**src/rtl/gates7_selftest_ctrl_pkg.sv**
```systemverilog
`default_nettype none
// ============================================================================
// Module   : gates7_pkg
// Brief    : Shared types, bit indices, vector order and golden truth table
//            for the seven-function gate self-test sequencer.
// Revision : 1.0 - initial release
// ============================================================================
package gates7_pkg;

    typedef enum logic [2:0] {
        ST_IDLE  = 3'd0,
        ST_DRIVE = 3'd1,
        ST_WAIT  = 3'd2,
        ST_CHECK = 3'd3,
        ST_DONE  = 3'd4
    } state_t;

    typedef logic [6:0] fvec_t;
    typedef logic [2:0] ecnt_t;

    localparam int F_AND  = 6;
    localparam int F_OR   = 5;
    localparam int F_NOT  = 4;
    localparam int F_NAND = 3;
    localparam int F_NOR  = 2;
    localparam int F_XOR  = 1;
    localparam int F_XNOR = 0;

    // {a,b} per step, step 0 in the low bits: 00, 10, 01, 11
    localparam logic [7:0] VEC_ORDER = {2'b11, 2'b01, 2'b10, 2'b00};

    function automatic logic [1:0] vec_at(input logic [1:0] idx);
        return VEC_ORDER[{idx, 1'b0} +: 2];
    endfunction

    function automatic fvec_t gates7_expect(input logic a, input logic b);
        fvec_t e;
        e         = '0;
        e[F_AND]  = a & b;
        e[F_OR]   = a | b;
        e[F_NOT]  = ~a;
        e[F_NAND] = ~(a & b);
        e[F_NOR]  = ~(a | b);
        e[F_XOR]  = a ^ b;
        e[F_XNOR] = ~(a ^ b);
        return e;
    endfunction

endpackage
`default_nettype wire

```
**src/rtl/gates7_selftest_ctrl_if.sv**
```systemverilog
`default_nettype none
// ============================================================================
// Module   : gates7_selftest_ctrl_if
// Brief    : Control, status and gate-unit bus of the self-test sequencer.
// Revision : 1.0 - initial release
// ============================================================================
interface gates7_selftest_ctrl_if;
    import gates7_pkg::*;

    logic        start;
    logic [1:0]  ab;
    fvec_t       f;
    logic        busy;
    logic        done;
    logic        pass;
    ecnt_t       err_cnt;
    fvec_t       fail_vec;

    modport master (
        input  start,
        input  f,
        output ab,
        output busy,
        output done,
        output pass,
        output err_cnt,
        output fail_vec
    );

    modport slave (
        output start,
        output f,
        input  ab,
        input  busy,
        input  done,
        input  pass,
        input  err_cnt,
        input  fail_vec
    );

endinterface
`default_nettype wire

```
**src/rtl/gates7_selftest_ctrl_cnt.sv**
```systemverilog
`default_nettype none
// ============================================================================
// Module   : gates7_selftest_cnt
// Brief    : Settle-wait down-counter with synchronous load and zero flag.
// Revision : 1.0 - initial release
// ============================================================================
module gates7_selftest_cnt (
    input  wire logic       clk,
    input  wire logic       clrn,
    input  wire logic       load_i,
    input  wire logic [3:0] load_val_i,
    input  wire logic       dec_i,
    output logic            zero_o
);
    import gates7_pkg::*;

    logic [3:0] cnt_q;

    always_ff @(posedge clk or negedge clrn) begin
        if (!clrn) begin
            cnt_q <= 4'd0;
        end else if (load_i) begin
            cnt_q <= load_val_i;
        end else if (dec_i && (cnt_q != 4'd0)) begin
            cnt_q <= cnt_q - 4'd1;
        end
    end

    assign zero_o = (cnt_q == 4'd0);

endmodule
`default_nettype wire

```
**src/rtl/gates7_selftest_ctrl.sv**
```systemverilog
`default_nettype none
// ============================================================================
// Module   : gates7_selftest_ctrl
// Brief    : Drives the four {a,b} vectors into the gate unit, checks the
//            seven outputs against the golden table and reports results.
// Revision : 1.0 - initial release
// ============================================================================
module gates7_selftest_ctrl #(
    parameter int SETTLE = 1
) (
    input  wire logic               clk,
    input  wire logic               clrn,
    gates7_selftest_ctrl_if.master  bus
);
    import gates7_pkg::*;

    // Counter is loaded in DRIVE so WAIT lasts exactly SETTLE cycles
    localparam logic [3:0] LOAD_VAL = (SETTLE > 0) ? 4'(SETTLE - 1) : 4'd0;

    state_t      state_q;
    logic [1:0]  idx_q;
    logic [1:0]  ab_q;
    logic        busy_q;
    logic        done_q;
    logic        pass_q;
    ecnt_t       err_q;
    fvec_t       fail_q;

    fvec_t       mism;
    ecnt_t       err_d;
    logic        cnt_zero;
    logic        cnt_load;
    logic        cnt_dec;

    assign mism     = bus.f ^ gates7_expect(ab_q[1], ab_q[0]);
    assign err_d    = err_q + ((mism != '0) ? 3'd1 : 3'd0);
    assign cnt_load = (state_q == ST_DRIVE);
    assign cnt_dec  = (state_q == ST_WAIT);

    gates7_selftest_cnt u_cnt (
        .clk        (clk),
        .clrn       (clrn),
        .load_i     (cnt_load),
        .load_val_i (LOAD_VAL),
        .dec_i      (cnt_dec),
        .zero_o     (cnt_zero)
    );

    always_ff @(posedge clk or negedge clrn) begin
        if (!clrn) begin
            state_q <= ST_IDLE;
            idx_q   <= 2'd0;
            ab_q    <= 2'b00;
            busy_q  <= 1'b0;
            done_q  <= 1'b0;
            pass_q  <= 1'b0;
            err_q   <= '0;
            fail_q  <= '0;
        end else begin
            done_q <= 1'b0;
            case (state_q)
                ST_IDLE: begin
                    if (bus.start) begin
                        state_q <= ST_DRIVE;
                        idx_q   <= 2'd0;
                        ab_q    <= vec_at(2'd0);
                        busy_q  <= 1'b1;
                        pass_q  <= 1'b0;
                        err_q   <= '0;
                        fail_q  <= '0;
                    end
                end
                ST_DRIVE: begin
                    state_q <= (SETTLE > 0) ? ST_WAIT : ST_CHECK;
                end
                ST_WAIT: begin
                    if (cnt_zero) begin
                        state_q <= ST_CHECK;
                    end
                end
                ST_CHECK: begin
                    fail_q <= fail_q | mism;
                    err_q  <= err_d;
                    if (idx_q == 2'd3) begin
                        state_q <= ST_DONE;
                        done_q  <= 1'b1;
                        busy_q  <= 1'b0;
                        pass_q  <= (err_d == '0);
                        ab_q    <= 2'b00;
                    end else begin
                        state_q <= ST_DRIVE;
                        idx_q   <= idx_q + 2'd1;
                        ab_q    <= vec_at(idx_q + 2'd1);
                    end
                end
                ST_DONE: begin
                    state_q <= ST_IDLE;
                end
                default: begin
                    state_q <= ST_IDLE;
                end
            endcase
        end
    end

    assign bus.ab       = ab_q;
    assign bus.busy     = busy_q;
    assign bus.done     = done_q;
    assign bus.pass     = pass_q;
    assign bus.err_cnt  = err_q;
    assign bus.fail_vec = fail_q;

endmodule
`default_nettype wire

```
**src/flat_wrapper.sv**
```systemverilog
// flat-port wrapper written by rule: the top's interface ports become plain ports
module gates7_selftest_ctrl_flat import gates7_pkg::*;
#(
    parameter int SETTLE = 1
)
  (clk, clrn, bus_start, bus_f, bus_ab, bus_busy, bus_done, bus_pass, bus_err_cnt, bus_fail_vec);
  gates7_selftest_ctrl_if bus_i ();
  input  wire logic clk;
  input  wire logic clrn;
  input wire logic [$bits(bus_i.start)-1:0] bus_start;
  input wire logic [$bits(bus_i.f)-1:0] bus_f;
  output wire logic [$bits(bus_i.ab)-1:0] bus_ab;
  output wire logic [$bits(bus_i.busy)-1:0] bus_busy;
  output wire logic [$bits(bus_i.done)-1:0] bus_done;
  output wire logic [$bits(bus_i.pass)-1:0] bus_pass;
  output wire logic [$bits(bus_i.err_cnt)-1:0] bus_err_cnt;
  output wire logic [$bits(bus_i.fail_vec)-1:0] bus_fail_vec;
  assign bus_i.start = bus_start;
  assign bus_i.f = bus_f;
  assign bus_ab = bus_i.ab;
  assign bus_busy = bus_i.busy;
  assign bus_done = bus_i.done;
  assign bus_pass = bus_i.pass;
  assign bus_err_cnt = bus_i.err_cnt;
  assign bus_fail_vec = bus_i.fail_vec;
  gates7_selftest_ctrl #(.SETTLE(SETTLE)) u_core (.clk(clk), .clrn(clrn), .bus(bus_i));
endmodule
```
**config.mk**
```make
export PLATFORM = sky130hd
export DESIGN_NAME = gates7_selftest_ctrl_flat
export DESIGN_NICKNAME = d
export VERILOG_FILES = /design/src/rtl/gates7_selftest_ctrl_pkg.sv /design/src/rtl/gates7_selftest_ctrl_if.sv /design/src/rtl/gates7_selftest_ctrl_cnt.sv /design/src/rtl/gates7_selftest_ctrl.sv /design/src/flat_wrapper.sv
export SDC_FILE = /design/constraint.sdc
export NUM_CORES = 1
export LEC_CHECK = 0
export ABC_AREA = 1
export CAP_MARGIN = 40
export CORE_MARGIN = 2
export CORE_UTILIZATION = 41
export DETAILED_ROUTE_END_ITERATION = 8
export RECOVER_POWER = 25
export SLEW_MARGIN = 10
export SYNTH_ARGS = -nofsm -noshare
export SYNTH_HDL_FRONTEND = slang
export SYNTH_SLANG_ARGS = --single-unit
```
**constraint.sdc**
```tcl
create_clock -name clk -period 3.6 [get_ports clk]
set_clock_uncertainty 0.15 [all_clocks]
set_input_delay 0.54 -clock clk [delete_from_list [all_inputs] [get_ports clk]]
set_output_delay 0.54 -clock clk [all_outputs]
set_load 0.02 [all_outputs]
```
==> results.cfg, run 1 <==
; flow metrics
[place]
placed_area_mm2 = 0.00165
gp_congestion = 0.769
dp_hpwl_um = 2080

[detailed_routing]
routed_via_density = 4.72
wl_per_cell_um = 11.6
ant_nets = 0
drtIter0Drc = 23
finalWirelength_um = 2690
drt-pass1-iter-count = 4
dr_total_vias = 1094

[setup_path]
path_max_fanout = 4
cp-end-kind = flip-flop
cp_data_required_time_ps = 3710
rr_endpoint = u_core.bus.pass
cpLargestDelayFamily = adder cells
critical_path_class = flip-flop to flip-flop
worst_path_max_delay_cell = dfrtp_1

[power_and_ir_drop]
leakagePower_uw = 0.000839
power_density_mw_per_mm2 = 786

[floorplanning]
die_w_um = 61.9
chip_area_mm2 = 0.00383
die_h_um = 61.9

[cts]
ctsResizeCount = 0
cts_tree = built

[finish]
syn_to_final_growth_pct = 22.3
antennaDiodeCount = 0

[timing]
hold_violations = 0
final.min_clock_period_ps = 2320
setup_violations = 0

[run]
maxCapViolCount = 0
warnings = 27

[global_route]
grt_pass1_vias = 1047
grt_max_degree = 17

[min_path]
holdPathStages = 2
min_from = u_core.bus.busy

[status]
status = finished clean

[synth]
ys.flops = 24
run 1: worst max path at each step:
stage | from | to | slack [ps] | cells after the start
after floorplan | u_core.bus.ab[1] | u_core.bus.pass | 1330 | 13
after global placement | bus_f[0] | u_core.bus.pass | 1100 | 12
after detailed placement | bus_f[1] | u_core.bus.pass | 1090 | 12
after CTS | u_core.bus.ab[1] | u_core.bus.pass | 1240 | 13
after global routing | u_core.bus.ab[1] | u_core.bus.pass | 1010 | 13
final | u_core.bus.ab[1] | u_core.bus.pass | 1280 | 13
run 1: power breakdown:
part           internal (uW)  switching (uW)
Sequential               365            91.8
Combinational            312             409
Clock                   61.8            80.2
run 1: state kept, by name, summed over array words and instances (netlist names):
| name | count |
|---|---|
| u_core.bus.fail_vec | 7 |
| u_core.state_q | 3 |
| u_core.bus.err_cnt | 3 |
| u_core.bus.pass | 1 |
| u_core.bus.ab | 2 |
| u_core.bus.done | 1 |
| u_core.bus.busy | 1 |
| u_core.u_cnt.cnt_q | 4 |
| u_core.idx_q | 2 |
run 1: kinds of logic after synthesis:
logic type / Yosys count / synth area share
compound gates: 12 / 0.0675
xor+xnor: 14 / 0.0893
fa+ha+maj: 6 / 0.0547
buf+inv: 21 / 0.0757
flops: 24 / 0.438
simple gates: 82 / 0.275
run 1: synthesized netlist by cell type:
| cell type | instances | area, um^2 |
|---|---|---|
| nand2_1 | 48 | 180 |
| nand2_2 | 4 | 25.0 |
| nor2_1 | 10 | 37.5 |
| inv_1 | 15 | 56.3 |
| clkinv_2 | 1 | 5.00 |
| xnor2_1 | 7 | 61.3 |
| o21ai_1 | 2 | 10.0 |
| nand3_1 | 16 | 80.1 |
| o21ai_2 | 8 | 70.1 |
| ha_1 | 6 | 75.1 |
| xor2_1 | 7 | 61.3 |
| dfrtp_1 | 24 | 601 |
| a21oi_1 | 1 | 5.00 |
| nand4_4 | 1 | 21.3 |
| buf_12 | 1 | 20.0 |
| inv_2 | 3 | 11.3 |
| nor2_2 | 1 | 6.26 |
| buf_6 | 1 | 11.3 |
| nand3_4 | 1 | 17.5 |
| o21bai_1 | 1 | 7.51 |
| nand3_2 | 1 | 10.0 |
run 1: routing by layer:
layer | vias up | track usage | wire, um
met5 | - | 0 | 0
met3 | 2 | 0.0186 | 92
met4 | 0 | 0.0547 | 22
li1 | 553 | - | -
met2 | 19 | 0.290 | 1420
met1 | 520 | 0.191 | 1150
run 1: tightest hold or removal path, cell delays in order (launching register included):
cell	delay [ps]
dfrtp_1	370
nand2_1	50
nand2_1	50
run 1: layout make-up:
class,instances,area (um^2)
flip-flops and latches,24,601
fillers,315,1610
repair buffers,25,244
multi-input cells,114,668
inverters,19,72.6
well taps,46,57.6
clock buffers,4,36.3
run 1: through the flow:
stage,hold slack (ps),setup WS [ps],utilization
after detailed placement,313,1090,0.504
after floorplan,94.4,1330,-
after global placement,305,1100,0.499
after global routing,368,1010,0.511
after CTS,346,1240,0.515
final,339,1280,0.511
run_1/clock_wires.png
The bar under the picture is 20 um long.
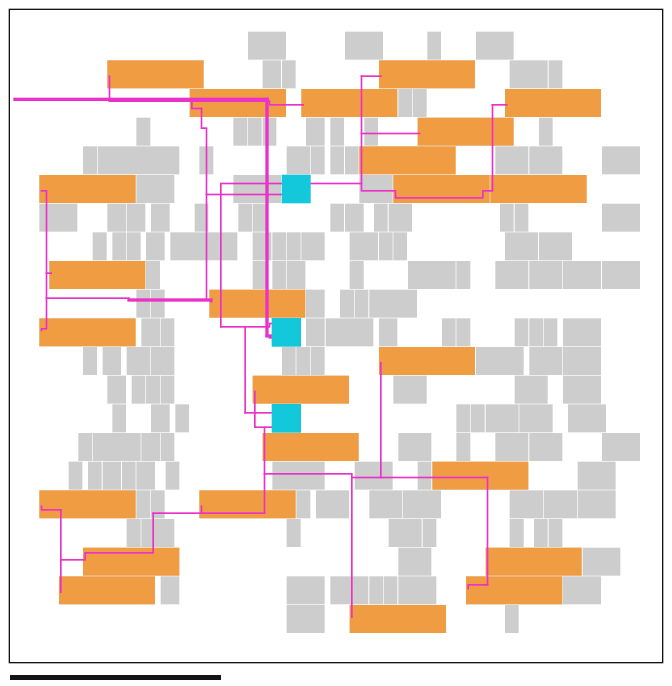
clock-net drivers -> cyan  # count 3
clock wires -> magenta  # length 320 um
flip-flops -> orange  # count 24
flops lie = spread over the die
routed clock nets = 4
worst-skew pair later-pin latency: 310 ps
Clock power frac: 0.108
Clk power: 142 uW

run_1/placed.png
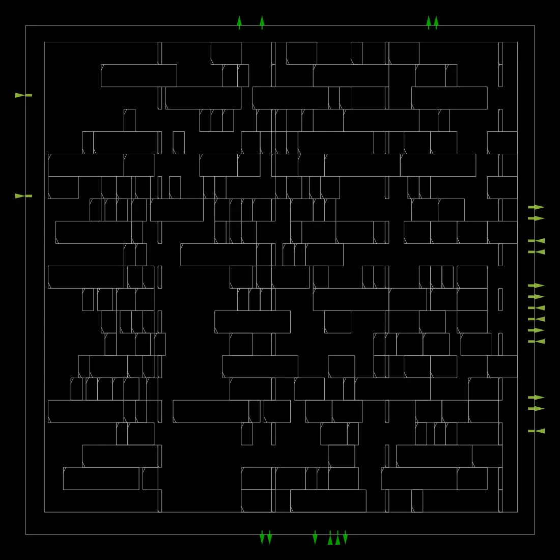
Core Area: 0.00328 mm^2
fraction of area in registers: 0.358
n_taps: 46

run_1/layers.png
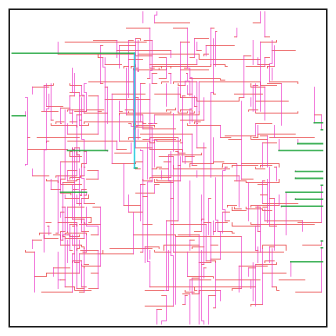
M2 -> magenta  # wire length 1420 um
M1 -> red  # wire length 1150 um
M3 -> green  # wire length 92.7 um
M4 -> cyan  # wire length 22.4 um

run_1/class_map.png
Fill, decap, tap and diode cells in gray.
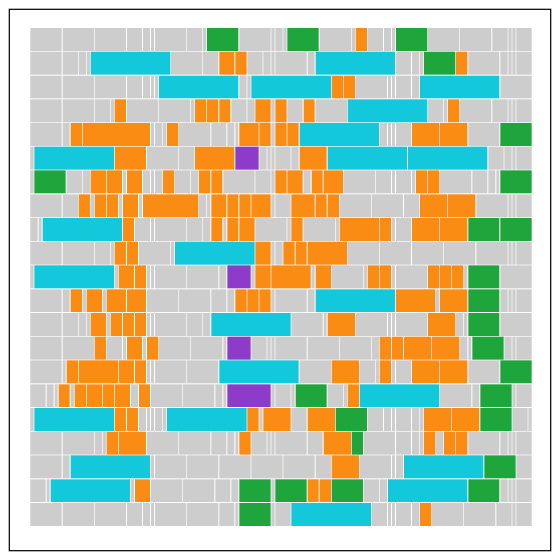
remaining buffers and delay cells -> green  # cells 25
clock drivers and dummy loads -> purple  # cells 4
remaining logic cells -> orange  # cells 133
registers -> cyan  # cells 24
cell row count: 21
Finished Core Util: 0.511
post-route design area: 0.00168 mm^2

==> run 1 -> run 2 <==
--- a/config.mk
+++ b/config.mk
@@ -10,6 +10,7 @@
 export CORE_MARGIN = 2
 export CORE_UTILIZATION = 41
 export DETAILED_ROUTE_END_ITERATION = 8
+export PLACE_DENSITY = 0.67
 export RECOVER_POWER = 25
 export SLEW_MARGIN = 10
 export SYNTH_ARGS = -nofsm -noshare
==> constraint.sdc (replaced) <==
create_clock -name clk -period 2 [get_ports clk]
set_clock_uncertainty 0.15 [all_clocks]
set_input_delay 0.3 -clock clk [delete_from_list [all_inputs] [get_ports clk]]
set_output_delay 0.3 -clock clk [all_outputs]
set_load 0.02 [all_outputs]
==> results.cfg, run 2 <==
; flow metrics
[detailed_routing]
drtIter0Drc = 15
dr_total_vias = 1155
drt-pass1-iter-count = 4
finalWirelength_um = 2790
routed_via_density = 4.70

[power_and_ir_drop]
p_comb_frac = 0.586
p_int_uw = 1500
swShare = 0.428
leakagePower_uw = 0.000906
power.switching_uw = 1120
p_seq_frac = 0.316
power_frac_clock = 0.098

[synth]
edf_count = 0
common_cells = nand2_1, dfrtp_1, nand3_1, inv_1, nor2_1
synth_top_flop_cell = dfrtp_1
async_reset_ff_frac = 1.00
topCellsByArea = dfrtp_1, nand2_1, nand3_1
yosys.area.top_type = dfrtp_1

[floorplanning]
chip_area_mm2 = 0.00383
row_count = 21
die_w_um = 61.9
die_h_um = 61.9

[run]
warnings = 30
maxCapViolCount = 0

[setup_path]
critical_path_class = flip-flop to flip-flop
cp_data_required_time_ps = 2120
path_max_fanout = 3
cp-end-kind = flip-flop
rr_endpoint = u_core.bus.pass

[timing]
setup_ws_ps = -76.2
hold_violations = 0
final.min_clock_period_ps = 2080
setup_violations = 1

[min_path]
holdPathStages = 2
min_from = u_core.bus.busy

[finish]
flop_area_um2 = 603
comb_area_um2 = 713
largest_register_ffs = 7

[status]
status = finished with violations
violations = setup timing

[place]
dp_hpwl_um = 2150
-- run 2: area by class of cell --
| class | instances | share of cell area |
|---|---|---|
| sequential | 24 | 0.329 |
| timing repair buffer | 39 | 0.191 |
| tap | 46 | 0.0314 |
| clock buffer | 4 | 0.0198 |
| multi-input combinational | 114 | 0.389 |
| inverter | 19 | 0.0396 |
-- run 2: power groups by stage --
stage / clock [uW] / sequential [uW] / combinational (uW)
floorplan: 0 / 978 / 852
global placement: 0 / 823 / 1450
detailed placement: 0 / 841 / 1500
CTS: 264 / 831 / 1540
global route: 285 / 851 / 1710
finish: 257 / 829 / 1530
-- run 2: logic make-up (layout without fill, tap and decap cells) --
| kind of cell | count (synthesis) | in the layout | synth area share |
|---|---|---|---|
| flip-flops | 24 | 24 | 0.438 |
| AND-OR/OR-AND | 12 | 12 | 0.0675 |
| AND/OR/NAND/NOR | 82 | 82 | 0.275 |
| buffers and inverters | 21 | 62 | 0.0757 |
| XOR/XNOR | 14 | 14 | 0.0893 |
| adder cells (fa/ha/maj) | 6 | 6 | 0.0547 |
-- run 2: critical path, cell delays in order (launching register included) --
cell     delay, ps
dfrtp_2        400
inv_2           50
ha_4           280
xor2_1         140
nand2_1         70
nor2_1         110
nand2_1         70
ha_2           190
ha_4           220
nor2_2          90
nand3_1         60
nor2_1         100
nand2_1         50
nand2_1         50
-- run 2: worst max-delay path by stage --
stage                startpoint              end  slack [ps]  cells past startpoint
5_1_grt        u_core.bus.ab[0]  u_core.bus.pass        -280                     13
6_report       u_core.bus.ab[0]  u_core.bus.pass         -80                     13
3_3_place_gp           bus_f[0]  u_core.bus.pass        -200                     12
3_5_place_dp           bus_f[1]  u_core.bus.pass        -190                     12
4_1_cts        u_core.bus.ab[0]  u_core.bus.pass         -70                     13
2_1_floorplan  u_core.bus.ab[1]  u_core.bus.pass         -60                     13
-- run 2: per-layer routing --
metal | track usage | wire, um
met2 | 0.328 | 1490
met1 | 0.175 | 1140
met3 | 0.0290 | 142
met4 | 0.0638 | 21
met5 | 0 | 0
-- run 2: what timing repair did --
action | in CTS | in global routing
endpoints found under the setup margin | 1 | 3
gates resized | 1 | 5
pin swaps | 7 | 6
hold buffers | 0 | 0
buffers inserted | 1 | 0
-- run 2: stage by stage --
| step | instance area (um^2) | worst slack (ps) | TNS, ps | hold slack, ps | util |
|---|---|---|---|---|---|
| finish | 1830 | -76.2 | -76.2 | 361 | 0.558 |
| global route | 1830 | -277 | -598 | 412 | 0.558 |
| CTS | 1830 | -72.5 | -72.5 | 188 | 0.556 |
| detailed placement | 1770 | -189 | -289 | 338 | 0.540 |
| global placement | 1770 | -204 | -313 | 305 | 0.540 |
| floorplan | 1400 | -56.1 | -56.1 | -146 | - |
run_2/class_map.png
Fill, decap, tap and diode cells in gray.
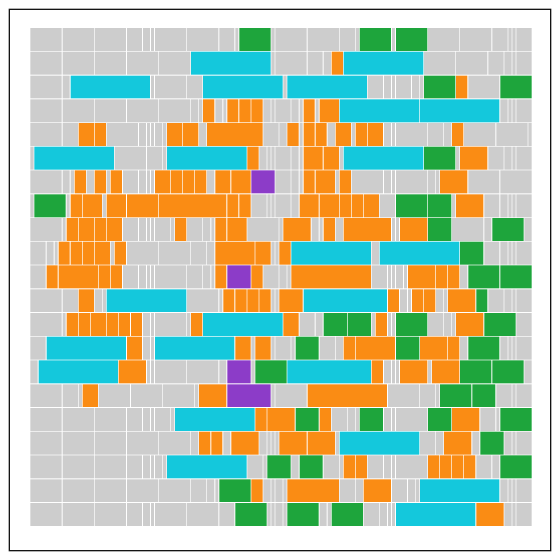
remaining buffers and delay cells -> green  # cells 39
registers -> cyan  # cells 24
remaining logic cells -> orange  # cells 133
clock drivers and dummy loads -> purple  # cells 4
Finished Core Util: 0.558
fraction of area in registers: 0.329

run_2/placed.png
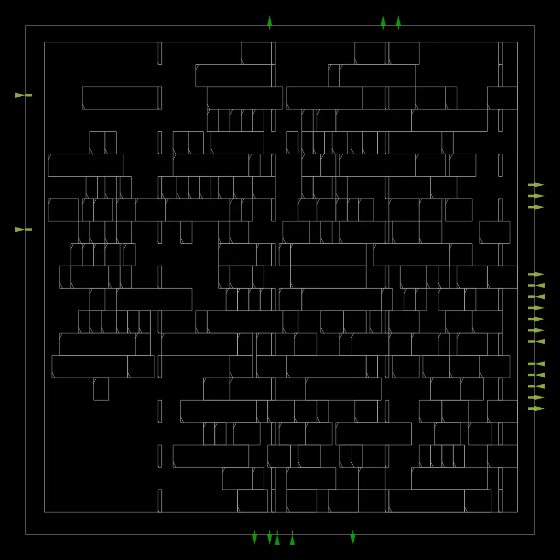
Flop Count: 24
Finished Layout Cells: 246

Power and IR drop assume default switching activity.
